==> src/rtl/jedro_1_ifu_pkg.sv <==
// jedro_1_ifu_pkg
// Shared types and constants for the jedro_1 instruction fetch unit.
//   NOP_INSTR      : word presented while nothing valid is buffered (addi x0,x0,0)
//   ifu_entry_t    : one prefetch buffer entry {addr, instr}
//   ifu_ptr_w()    : FIFO pointer width for a given depth
//   ifu_cnt_w()    : FIFO occupancy width for a given depth (must hold DEPTH itself)
package jedro_1_ifu_pkg;

    localparam int IFU_ADDR_W     = 32;
    localparam int IFU_DATA_W     = 32;
    localparam int IFU_FIFO_DEPTH = 4;

    localparam logic [IFU_DATA_W-1:0] NOP_INSTR = 32'h0000_0013;

    typedef struct packed {
        logic [IFU_ADDR_W-1:0] addr;
        logic [IFU_DATA_W-1:0] instr;
    } ifu_entry_t;

    function automatic int ifu_ptr_w(input int depth);
        return (depth > 1) ? $clog2(depth) : 1;
    endfunction

    function automatic int ifu_cnt_w(input int depth);
        return $clog2(depth) + 1;
    endfunction

    localparam int IFU_CNT_W = ifu_cnt_w(IFU_FIFO_DEPTH);

endpackage

==> src/rtl/jedro_1_ifu_fifo.sv <==
// jedro_1_ifu_fifo
// Synchronous FIFO of ifu_entry_t used as the prefetch buffer.
// Ports:
//   clk_i, rst_i : clock, synchronous active-high reset
//   flush_i      : drop all entries this cycle (wins over push and pop)
//   push_i       : write entry_i
//   entry_i      : entry to write
//   pop_i        : remove the head entry
//   entry_o      : head entry (meaningful only when not empty)
//   count_o      : number of valid entries
//   empty_o      : no entries
//   full_o       : DEPTH entries
// DEPTH must be a power of two so the pointers wrap naturally.
module jedro_1_ifu_fifo
    import jedro_1_ifu_pkg::*;
#(
    parameter int DEPTH = IFU_FIFO_DEPTH
) (
    input  logic                          clk_i,
    input  logic                          rst_i,
    input  logic                          flush_i,
    input  logic                          push_i,
    input  ifu_entry_t                    entry_i,
    input  logic                          pop_i,
    output ifu_entry_t                    entry_o,
    output logic [ifu_cnt_w(DEPTH)-1:0]   count_o,
    output logic                          empty_o,
    output logic                          full_o
);

    localparam int PTR_W = ifu_ptr_w(DEPTH);
    localparam int CNT_W = ifu_cnt_w(DEPTH);

    ifu_entry_t         mem_q [DEPTH];
    ifu_entry_t         mem_d [DEPTH];
    logic [PTR_W-1:0]   wr_ptr_q, wr_ptr_d;
    logic [PTR_W-1:0]   rd_ptr_q, rd_ptr_d;
    logic [CNT_W-1:0]   count_q, count_d;
    logic               push_ok;
    logic               pop_ok;

    assign empty_o = (count_q == '0);
    assign full_o  = (count_q == CNT_W'(DEPTH));
    assign count_o = count_q;
    assign entry_o = mem_q[rd_ptr_q];

    always_comb begin
        mem_d    = mem_q;
        wr_ptr_d = wr_ptr_q;
        rd_ptr_d = rd_ptr_q;
        count_d  = count_q;
        pop_ok   = pop_i && !empty_o;
        // A full FIFO may still accept a push when the head leaves in the same cycle.
        push_ok  = push_i && (!full_o || pop_ok);

        if (flush_i) begin
            wr_ptr_d = '0;
            rd_ptr_d = '0;
            count_d  = '0;
        end else begin
            if (push_ok) begin
                mem_d[wr_ptr_q] = entry_i;
                wr_ptr_d        = wr_ptr_q + PTR_W'(1);
            end
            if (pop_ok) begin
                rd_ptr_d = rd_ptr_q + PTR_W'(1);
            end
            if (push_ok && !pop_ok) begin
                count_d = count_q + CNT_W'(1);
            end else if (!push_ok && pop_ok) begin
                count_d = count_q - CNT_W'(1);
            end
        end
    end

    always_ff @(posedge clk_i) begin
        if (rst_i) begin
            wr_ptr_q <= '0;
            rd_ptr_q <= '0;
            count_q  <= '0;
        end else begin
            wr_ptr_q <= wr_ptr_d;
            rd_ptr_q <= rd_ptr_d;
            count_q  <= count_d;
        end
    end

    // Storage carries no reset; only the pointers define what is valid.
    always_ff @(posedge clk_i) begin
        mem_q <= mem_d;
    end

endmodule

==> src/rtl/jedro_1_ifu_prefetch.sv <==
// jedro_1_ifu_prefetch
// Instruction fetch stage: issues sequential ROM reads, buffers returned words
// with their addresses and hands them to the decoder over valid/ready.
// A redirect from execute flushes the buffer and any in-flight fetch.
// Ports:
//   clk_i, rst_i   : clock, synchronous active-high reset
//   jmp_addr_i     : redirect target (aligned down to a word)
//   jmp_valid_i    : redirect request pulse
//   mem_en_o       : ROM read enable
//   mem_addr_o     : ROM byte address
//   mem_rdata_i    : ROM data, one cycle after mem_en_o
//   instr_o        : instruction to decoder (NOP when nothing is buffered)
//   instr_addr_o   : address of instr_o (0 when nothing is buffered)
//   instr_valid_o  : instr_o is valid
//   ready_i        : decoder accepts instr_o this cycle
//   misaligned_o   : one-cycle flag after a redirect with a non-word-aligned target
// Build option JEDRO_1_IFU_MISALIGN_EN enables misaligned_o; otherwise it is tied 0.
module jedro_1_ifu_prefetch
    import jedro_1_ifu_pkg::*;
#(
    parameter int                    DATA_WIDTH = 32,
    parameter int                    ADDR_WIDTH = 32,
    parameter int                    FIFO_DEPTH = 4,
    parameter logic [ADDR_WIDTH-1:0] BOOT_ADDR  = 32'h0000_0000
) (
    input  logic                  clk_i,
    input  logic                  rst_i,
    input  logic [ADDR_WIDTH-1:0] jmp_addr_i,
    input  logic                  jmp_valid_i,
    output logic                  mem_en_o,
    output logic [ADDR_WIDTH-1:0] mem_addr_o,
    input  logic [DATA_WIDTH-1:0] mem_rdata_i,
    output logic [DATA_WIDTH-1:0] instr_o,
    output logic [ADDR_WIDTH-1:0] instr_addr_o,
    output logic                  instr_valid_o,
    input  logic                  ready_i,
    output logic                  misaligned_o
);

    localparam int CNT_W = ifu_cnt_w(FIFO_DEPTH);

    logic [ADDR_WIDTH-1:0] pc_q, pc_d;
    logic                  inflight_q, inflight_d;
    logic [ADDR_WIDTH-1:0] inflight_addr_q, inflight_addr_d;

    logic                  issue;
    logic                  push;
    logic                  pop;
    logic [CNT_W:0]        occupancy;
    ifu_entry_t            push_entry;
    ifu_entry_t            head_entry;
    logic [CNT_W-1:0]      fifo_count;
    logic                  fifo_empty;
    logic                  fifo_full;

    jedro_1_ifu_fifo #(
        .DEPTH   (FIFO_DEPTH)
    ) u_fifo (
        .clk_i   (clk_i),
        .rst_i   (rst_i),
        .flush_i (jmp_valid_i),
        .push_i  (push),
        .entry_i (push_entry),
        .pop_i   (pop),
        .entry_o (head_entry),
        .count_o (fifo_count),
        .empty_o (fifo_empty),
        .full_o  (fifo_full)
    );

    always_comb begin
        // The in-flight fetch reserves a slot so its response can never overflow.
        occupancy        = {1'b0, fifo_count} + {{CNT_W{1'b0}}, inflight_q};
        issue            = !rst_i && !jmp_valid_i && !fifo_full
                           && (occupancy < (CNT_W+1)'(FIFO_DEPTH));
        // A response arriving in a redirect cycle belongs to the old stream.
        push             = inflight_q && !jmp_valid_i;
        pop              = !fifo_empty && ready_i && !jmp_valid_i;
        push_entry.addr  = inflight_addr_q;
        push_entry.instr = mem_rdata_i;

        pc_d             = pc_q;
        inflight_d       = issue;
        inflight_addr_d  = inflight_addr_q;

        if (jmp_valid_i) begin
            pc_d = jmp_addr_i & ~ADDR_WIDTH'(3);
        end else if (issue) begin
            pc_d            = pc_q + ADDR_WIDTH'(4);
            inflight_addr_d = pc_q;
        end
    end

    always_ff @(posedge clk_i) begin
        if (rst_i) begin
            pc_q            <= BOOT_ADDR;
            inflight_q      <= 1'b0;
            inflight_addr_q <= '0;
        end else begin
            pc_q            <= pc_d;
            inflight_q      <= inflight_d;
            inflight_addr_q <= inflight_addr_d;
        end
    end

    assign mem_en_o      = issue;
    assign mem_addr_o    = pc_q;
    assign instr_valid_o = !fifo_empty;
    assign instr_o       = fifo_empty ? DATA_WIDTH'(NOP_INSTR) : head_entry.instr;
    assign instr_addr_o  = fifo_empty ? '0 : head_entry.addr;

`ifdef JEDRO_1_IFU_MISALIGN_EN
    logic misaligned_q, misaligned_d;

    always_comb begin
        misaligned_d = jmp_valid_i && (jmp_addr_i[1:0] != 2'b00);
    end

    always_ff @(posedge clk_i) begin
        if (rst_i) begin
            misaligned_q <= 1'b0;
        end else begin
            misaligned_q <= misaligned_d;
        end
    end

    assign misaligned_o = misaligned_q;
`else
    assign misaligned_o = 1'b0;
`endif

endmodule

==> config.mk <==
export PLATFORM = sky130hd
export DESIGN_NAME = jedro_1_ifu_prefetch
export DESIGN_NICKNAME = d
export VERILOG_FILES = /design/src/rtl/jedro_1_ifu_pkg.sv /design/src/rtl/jedro_1_ifu_fifo.sv /design/src/rtl/jedro_1_ifu_prefetch.sv
export SDC_FILE = /design/constraint.sdc
export NUM_CORES = 1
export LEC_CHECK = 0
export ABC_CLOCK_PERIOD_IN_PS = 4000
export CORE_MARGIN = 3
export CORE_UTILIZATION = 48
export DETAILED_ROUTE_END_ITERATION = 16
export GPL_ROUTABILITY_DRIVEN = 0
export PLACE_DENSITY = 0.83
export SETUP_SLACK_MARGIN = 0.15
export SLEW_MARGIN = 25
export SYNTH_ARGS = -nofsm -noshare
export SYNTH_HDL_FRONTEND = slang
export SYNTH_SLANG_ARGS = --single-unit
==> constraint.sdc <==
create_clock -name clk_i -period 4 [get_ports clk_i]
set_input_delay 0.8 -clock clk_i [delete_from_list [all_inputs] [get_ports clk_i]]
set_output_delay 0.8 -clock clk_i [all_outputs]
set_load 0.02 [all_outputs]
==> flow_summary.ini, run 1 <==
; synthesis and place-and-route metrics
[synth]
synth_top_flop_cell = edfxtp_1
async_reset_ff_frac = 0
ys_cells = 808
xor_share = 0.00694
top_cells_by_area = edfxtp_1 (59%), mux4_2 (11%), dfxtp_1 (11%), and2_1 (3.8%), nand2_1 (2.5%)
top_logic_kind = multiplexers
synth_area_per_cell_sq_um = 15.6

[finish]
layout.cells.most_common = edfxtp_1
largest_reg_flops = 248
utilization = 0.608
seq_area_sq_um = 8820
n_fill_cell = 1843
layout.nets = 1034
postLayoutCellArea_sq_um = 15500

[place]
numPortBuffers = 159
post_dp_cell_area_sq_um = 14500
dpl.hpwl_um = 15600

[route]
highest_layer = met4
drt-met1-wl_um = 11100
dr.first_iter.drc_count = 718
viasPerCell = 5.66
vias = 7429

[power]
p_switching_uw = 1450
power_leakage_uw = 0.00510
power.density_nw_per_um2 = 443
ir_worst_vdd_v = 0.000453
clock_power_uw = 2780
pwr-share-seq = 0.530
swShare = 0.211

[clock_tree]
post-cts-setup-buffers = 0
clk_pin_slew_ps = 60
clk_latency_ps = 550
htreeDepth = 1

[timing]
finalHoldViolCount = 0
slew_headroom = 0.332
worst_pin_slew_ps = 1000
final.period_utilization = 0.898
fmax_ghz = 0.278
maxSlewViolCount = 0
clock_skew_ps = 28.7

[setup_path]
crit_slowest_cell = dfxtp_4
start_kind = flop
crit_arrival_ps = 2790
path_class = reg -> out

[outcome]
status = complete, no violations

[die]
ioPinCount = 167
-- run 1: per-stage QoR --
step	cells	power, uW	worst slack (ps)	hold slack (ps)
CTS	1313	6920	166	497
floorplan	812	3910	760	460
global placement	1257	4130	498	474
detailed placement	1257	4140	480	491
global route	1313	7080	226	511
finish	1313	6860	408	493
-- run 1: synthesized netlist by cell type, types with 6 or more instances --
master      n
a31oi_1    13
ha_1        6
nor2_1     19
and3_1      8
inv_1       8
o211ai_1    6
edfxtp_1  248
nand3_1    10
o22ai_1     6
and2_1     76
mux4_2     62
clkbuf_1   32
nand4_1    12
dfxtp_1    68
o21ai_0    11
nand2_1    83
buf_2      10
buf_4       6
a21oi_1    52
or3_1       8
xor2_1      8
-- run 1: area by class of cell --
cell class / instances / share of cell area
clock buffer: 35 / 0.0517
clock inverter: 21 / 0.0120
inverter: 9 / 0.00266
multi-input combinational: 435 / 0.230
sequential: 316 / 0.569
tap: 330 / 0.0266
timing repair buffer: 167 / 0.109
-- run 1: cells by family after synthesis --
family                   count (synthesis)
flip-flops                             316
AND/OR/NAND/NOR                        242
AND-OR/OR-AND                          104
multiplexers                            67
buffers and inverters                   61
XOR/XNOR                                10
adder cells (fa/ha/maj)                  7
other                                    1
-- run 1: final timing paths --
| path | to | depth (start not counted) | slack (ps) | start |
|---|---|---|---|---|
| min reg2reg | u_fifo.mem_q[59]$_DFFE_PP_ | 0 | 490 | inflight_addr_q[27]$_SDFFE_PP0P_ |
| max | instr_addr_o[3] | 4 | 410 | u_fifo.rd_ptr_q[0]$_SDFFE_PP0P_ |
| min | u_fifo.mem_q[59]$_DFFE_PP_ | 0 | 490 | inflight_addr_q[27]$_SDFFE_PP0P_ |
| max reg2reg | u_fifo.count_o[2]$_SDFFE_PP0P_ | 10 | 1170 | u_fifo.count_o[0]$_SDFFE_PP0P_ |
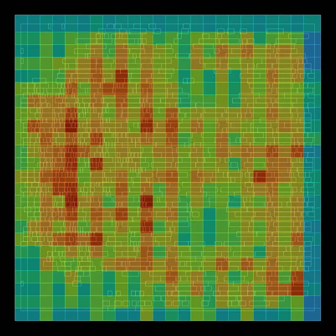
(run_1/final_congestion.png)
Most Crowded Layer GR: met2
GRT met3 Usage: 0.0453
post-DR wirelength/cell: 19.9 um
GR Util met1: 0.258

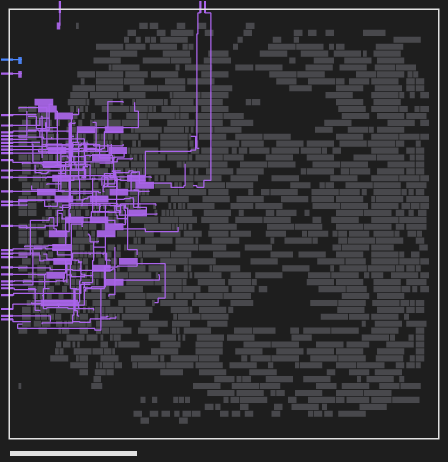
(run_1/port_nets.png)
The bar under the picture is 50 um long.
blue -> misaligned_o  # bits 1, direction output, end cells 1, buffers 0, wire 4.10 um
purple -> mem_addr_o  # bits 32, direction output, end cells 32, buffers 30, wire 2640 um

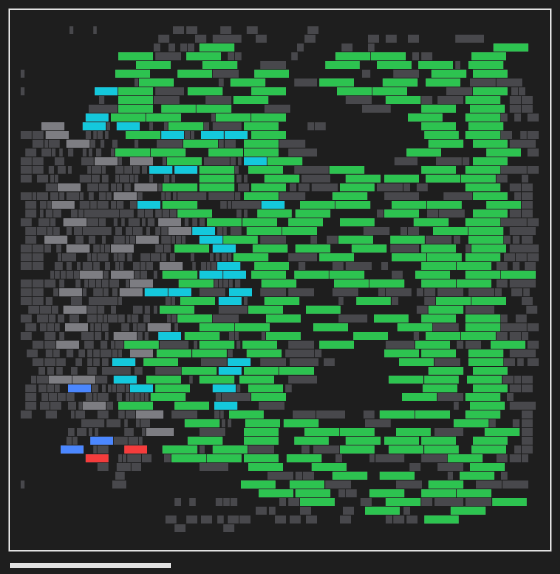
(run_1/registers.png)
The bar under the picture is 50 um long. Other sequential cells in the stronger gray, the rest of the logic in the fainter gray.
red -> u_fifo.wr_ptr_q  # flops 2
cyan -> inflight_addr_q  # flops 30
blue -> u_fifo.count_o  # flops 3
green -> u_fifo.mem_q  # flops 248

## Run 2: what changed since run 1
Settings changed: REMOVE_ABC_BUFFERS from default to 1.
==> run 2 against run 1 <==
  * Area after synthesis is the same
  * Worst setup slack lost 71 ps
  * Core utilization grew 0.23 points
  * Critical path depth grew 1
  * Cell area grew 0.38%
  * Total power grew 1.8%
  * Flip-flop count is the same
  * Via count grew 0.34%
  * Critical endpoint is now mem_en_o
==> flow_summary.ini, run 2 <==
; synthesis and place-and-route metrics
[outcome]
status = complete, no violations

[timing]
fmax_ghz = 0.273
maxSlewViolCount = 0
whs_ps = 499
final.period_utilization = 0.916
worst_pin_slew_ps = 984
finalHoldViolCount = 0
slew_headroom = 0.344
clock_skew_ps = 16.9
setup_slack_ps = 337

[synth]
synth_area_per_cell_sq_um = 15.6
common_cells = edfxtp_1 (248), nand2_1 (83), and2_1 (76), dfxtp_1 (68), mux4_2 (62)
synth_top_flop_cell = edfxtp_1
ys_cells = 808
top_logic_kind = multiplexers
async_reset_ff_frac = 0
top_cells_by_area = edfxtp_1 (59%), mux4_2 (11%), dfxtp_1 (11%), and2_1 (3.8%), nand2_1 (2.5%)
synth.most_common_cell = edfxtp_1

[place]
dpl.hpwl_um = 16400
place_ws_ps = 354
placed_cells = 1260

[power]
swShare = 0.205
power_leakage_uw = 0.00514
power.density_nw_per_um2 = 449
p_switching_uw = 1430
pwr-share-seq = 0.520
clock_power_uw = 2890

[global_routing]
busiest_layer = met2

[die]
ioPinCount = 167

[finish]
layout.nets = 1038
layout.cells.most_common = edfxtp_1
largest_reg_flops = 248

[clock_tree]
post-cts-setup-buffers = 0
htreeDepth = 1
clk_pin_slew_ps = 60

[setup_path]
start_kind = input port
crit_arrival_ps = 2860

[route]
dr.first_iter.drc_count = 784
viasPerCell = 5.66
vias = 7454
run 2: final cells by class:
cell class / count / area, sq um
Clock buffer: 44 / 906
Timing Repair Buffer: 170 / 1690
Tap cell: 330 / 413
Multi-Input combinational cell: 435 / 3550
Sequential cell: 316 / 8820
Fill cell: 1855 / 9910
Inverter: 9 / 38.8
Clock inverter: 13 / 138
run 2: metrics by stage:
step	instance area (sq um)	power, uW	setup TNS, ps
5_1_grt	15600	7210	0
3_5_place_dp	14500	4150	0
2_1_floorplan	12400	3890	-23250
4_1_cts	15600	7040	0
3_3_place_gp	14500	4140	0
6_report	15600	6980	0
run 2: cells by family (layout without fill, tap and decap cells):
logic type | Yosys count | count (layout)
XOR/XNOR | 10 | 10
AND/OR/NAND/NOR | 242 | 242
multiplexers | 67 | 67
adder cells (fa/ha/maj) | 7 | 7
flip-flops | 316 | 316
AND-OR/OR-AND | 104 | 104
other | 1 | 5
buffers and inverters | 61 | 236
run 2: worst paths after layout:
check	startpoint	to	slack [ps]	cells past startpoint
setup reg to reg	u_fifo.count_o[2]$_SDFFE_PP0P_	u_fifo.count_o[2]$_SDFFE_PP0P_	1460	12
setup / recovery	jmp_valid_i	mem_en_o	340	5
hold reg to reg	inflight_addr_q[23]$_SDFFE_PP0P_	inflight_addr_q[23]$_SDFFE_PP0P_	500	2
hold / removal	inflight_addr_q[23]$_SDFFE_PP0P_	inflight_addr_q[23]$_SDFFE_PP0P_	500	2
run 2: worst max-delay path: stages:
cell and delay (ps):
clkdlybuf4s50_1 450, or2_1 410, or3_2 530, clkinv_4 80, clkdlybuf4s50_1 600
run 2: routing by layer:
metal	vias up	wire, um
met1	3706	11200
met3	34	2130
met4	0	405
met2	322	13500
met5	-	0
li1	3392	-
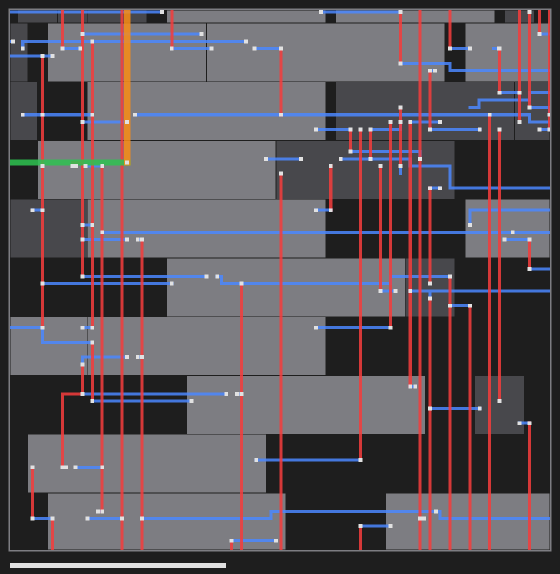
(run_2/zoom.png)
The bar under the picture is 10 um long. Region (30, 30) to (55, 55) um. Cells in gray, sequential cells in the stronger gray; small squares are vias.
blue -> met1
red -> met2
orange -> met4
green -> met3
netlist names of flops here include = u_fifo.mem_q (10), inflight_addr_q (2)
cells with their middle in the window = 19
sequential cells in the window = 12
most frequent = edfxtp_1 (10)

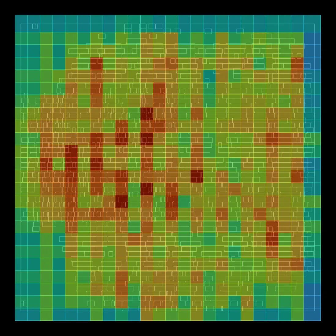
(run_2/final_congestion.png)
post-DR wirelength/cell: 20.7 um
GR Util met1: 0.262
met2 Usage GRT: 0.319
Util after Layout: 0.611
GRT met3 Usage: 0.0399

## Run 3: what changed since run 2
Settings changed: GPL_ROUTABILITY_DRIVEN 0 to default.
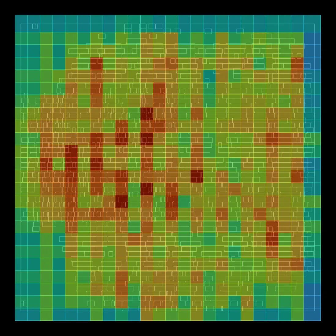
(run_3/final_congestion.png)
GRT Total Usage: 0.191

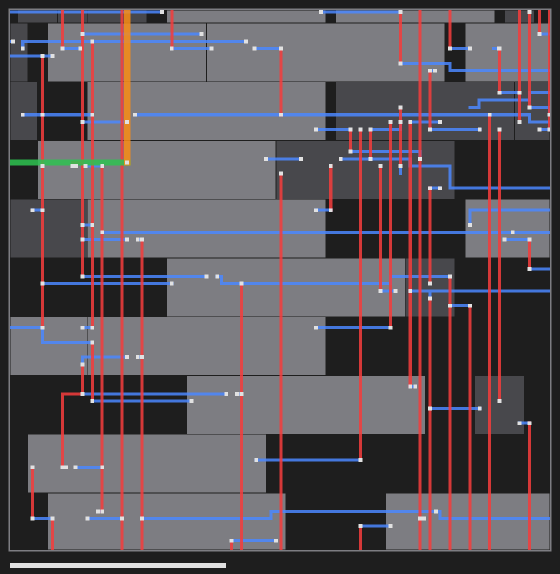
(run_3/zoom.png)
The bar under the picture is 10 um long. Region (30, 30) to (55, 55) um. Cells in gray, sequential cells in the stronger gray; small squares are vias.
orange -> met4
green -> met3
blue -> met1
red -> met2
sequential cells in the window = 12
most frequent = edfxtp_1 (10)
cells with their middle in the window = 19
netlist names of flops here include = u_fifo.mem_q (10), inflight_addr_q (2)

==> run 3 against run 2 <==
  * Via count did not move
  * Wire length did not move
  * Sequential power about the same
  * Clock skew unchanged
  * Core utilization did not move
  * Worst hold slack unchanged
  * Die size did not move
  * Fmax unchanged
  * Critical path depth is the same
  * Largest cell class unchanged
  * Highest routed layer unchanged
==> flow_summary.ini, run 3 <==
; synthesis and place-and-route metrics
[outcome]
status = complete, no violations

[power]
p_total_uw = 6980
swShare = 0.205
p_switching_uw = 1430
clock_power_uw = 2890
power_leakage_uw = 0.00514

[finish]
n_fill_cell = 1855
layout.cells.most_common = edfxtp_1
utilization = 0.611

[synth]
ys_cells = 808
synth_top_flop_cell = edfxtp_1
top_logic_kind = multiplexers
async_reset_ff_frac = 0
top_cells_by_area = edfxtp_1 (59%), mux4_2 (11%), dfxtp_1 (11%), and2_1 (3.8%), nand2_1 (2.5%)
synth.most_common_cell = edfxtp_1
common_cells = edfxtp_1 (248), nand2_1 (83), and2_1 (76), dfxtp_1 (68), mux4_2 (62)

[timing]
fin_tns_setup_ps = 0
slew_headroom = 0.344
finalHoldViolCount = 0
final.period_utilization = 0.916
worst_pin_slew_ps = 984
maxSlewViolCount = 0

[hold_path]
min_delay_worst_endpoint = inflight_addr_q[23]$_SDFFE_PP0P_
hold_path_depth = 2

[clock_tree]
htreeDepth = 1

[place]
numPortBuffers = 159
dpl.hpwl_um = 16400

[setup_path]
rr_worst_depth = 12
start_kind = input port
crit_arrival_ps = 2860
crit_chain = clkdlybuf4s50_1 -> or2_1 -> or3_2 -> clkinv_4 -> clkdlybuf4s50_1
worstReg2RegEnd = u_fifo.count_o[2]$_SDFFE_PP0P_
crit_slowest_cell = clkdlybuf4s50_1

[die]
ioPinCount = 167

[route]
post_drt_wl_per_cell_um = 20.7
## run 3: cell counts after synthesis
Identical to the previous run, type by type.
## run 3: tightest hold or removal path, delay by kind of cell (launching register included)
kind	cells	cell delay, ps
flip-flops	1	340
AND-OR/OR-AND	1	50
AND/OR/NAND/NOR	1	60
## run 3: how the worst max path moves through the flow
| stage | startpoint | end | slack, ps | cells after the start |
|---|---|---|---|---|
| floorplan | u_fifo.rd_ptr_q[0]$_SDFFE_PP0P_ | instr_o[0] | -480 | 2 |
| global placement | jmp_valid_i | mem_en_o | 400 | 5 |
| detailed placement | jmp_valid_i | mem_en_o | 350 | 5 |
| CTS | jmp_valid_i | mem_en_o | 340 | 5 |
| global route | jmp_valid_i | mem_en_o | 280 | 5 |
| finish | jmp_valid_i | mem_en_o | 340 | 5 |
## run 3: cells by family after synthesis
group | Yosys count
DFF | 316
and+or+nand+nor | 242
AOI/OAI and AO/OA | 104
muxes | 67
buffers and inverters | 61
xor gates and xnor gates | 10
adders and majority gates | 7
other | 1
## run 3: per-stage QoR
step,instances,setup slack [ps]
after floorplan,760,-477
after global placement,1260,405
after detailed placement,1260,354
after CTS,1317,342
after global routing,1317,281
final,1317,337
## run 3: metal layers
metal,routed length [um],track usage
met2,13500,0.319
met4,405,0.0459
met5,0,0
met1,11200,0.262
met3,2130,0.0399
## run 3: layout make-up
| type | count | share of cell area |
|---|---|---|
| clock buffers | 44 | 0.0582 |
| clock inverters | 13 | 0.00885 |
| inverters | 9 | 0.00249 |
| multi-input cells | 435 | 0.228 |
| flip-flops and latches | 316 | 0.567 |
| well taps | 330 | 0.0265 |
| repair buffers | 170 | 0.109 |

==> screenshots <==
Gate families picked out.
picture 1
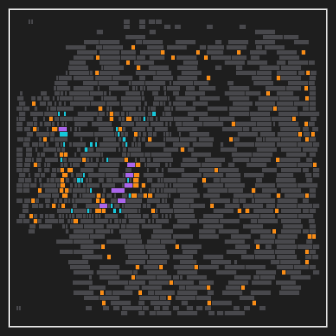
picture 2
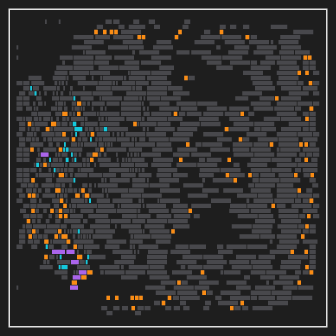
- picture 2 = run 1
- picture 1 = run 3

Key to picture 1:
cyan -> NOR gates  # cells 26, most used nor2_1, where middle left
orange -> AND and OR gates  # cells 106, most used and2_1, where widely spread
purple -> adder and majority cells  # cells 7, most used ha_1

Power and IR drop assume default switching activity.
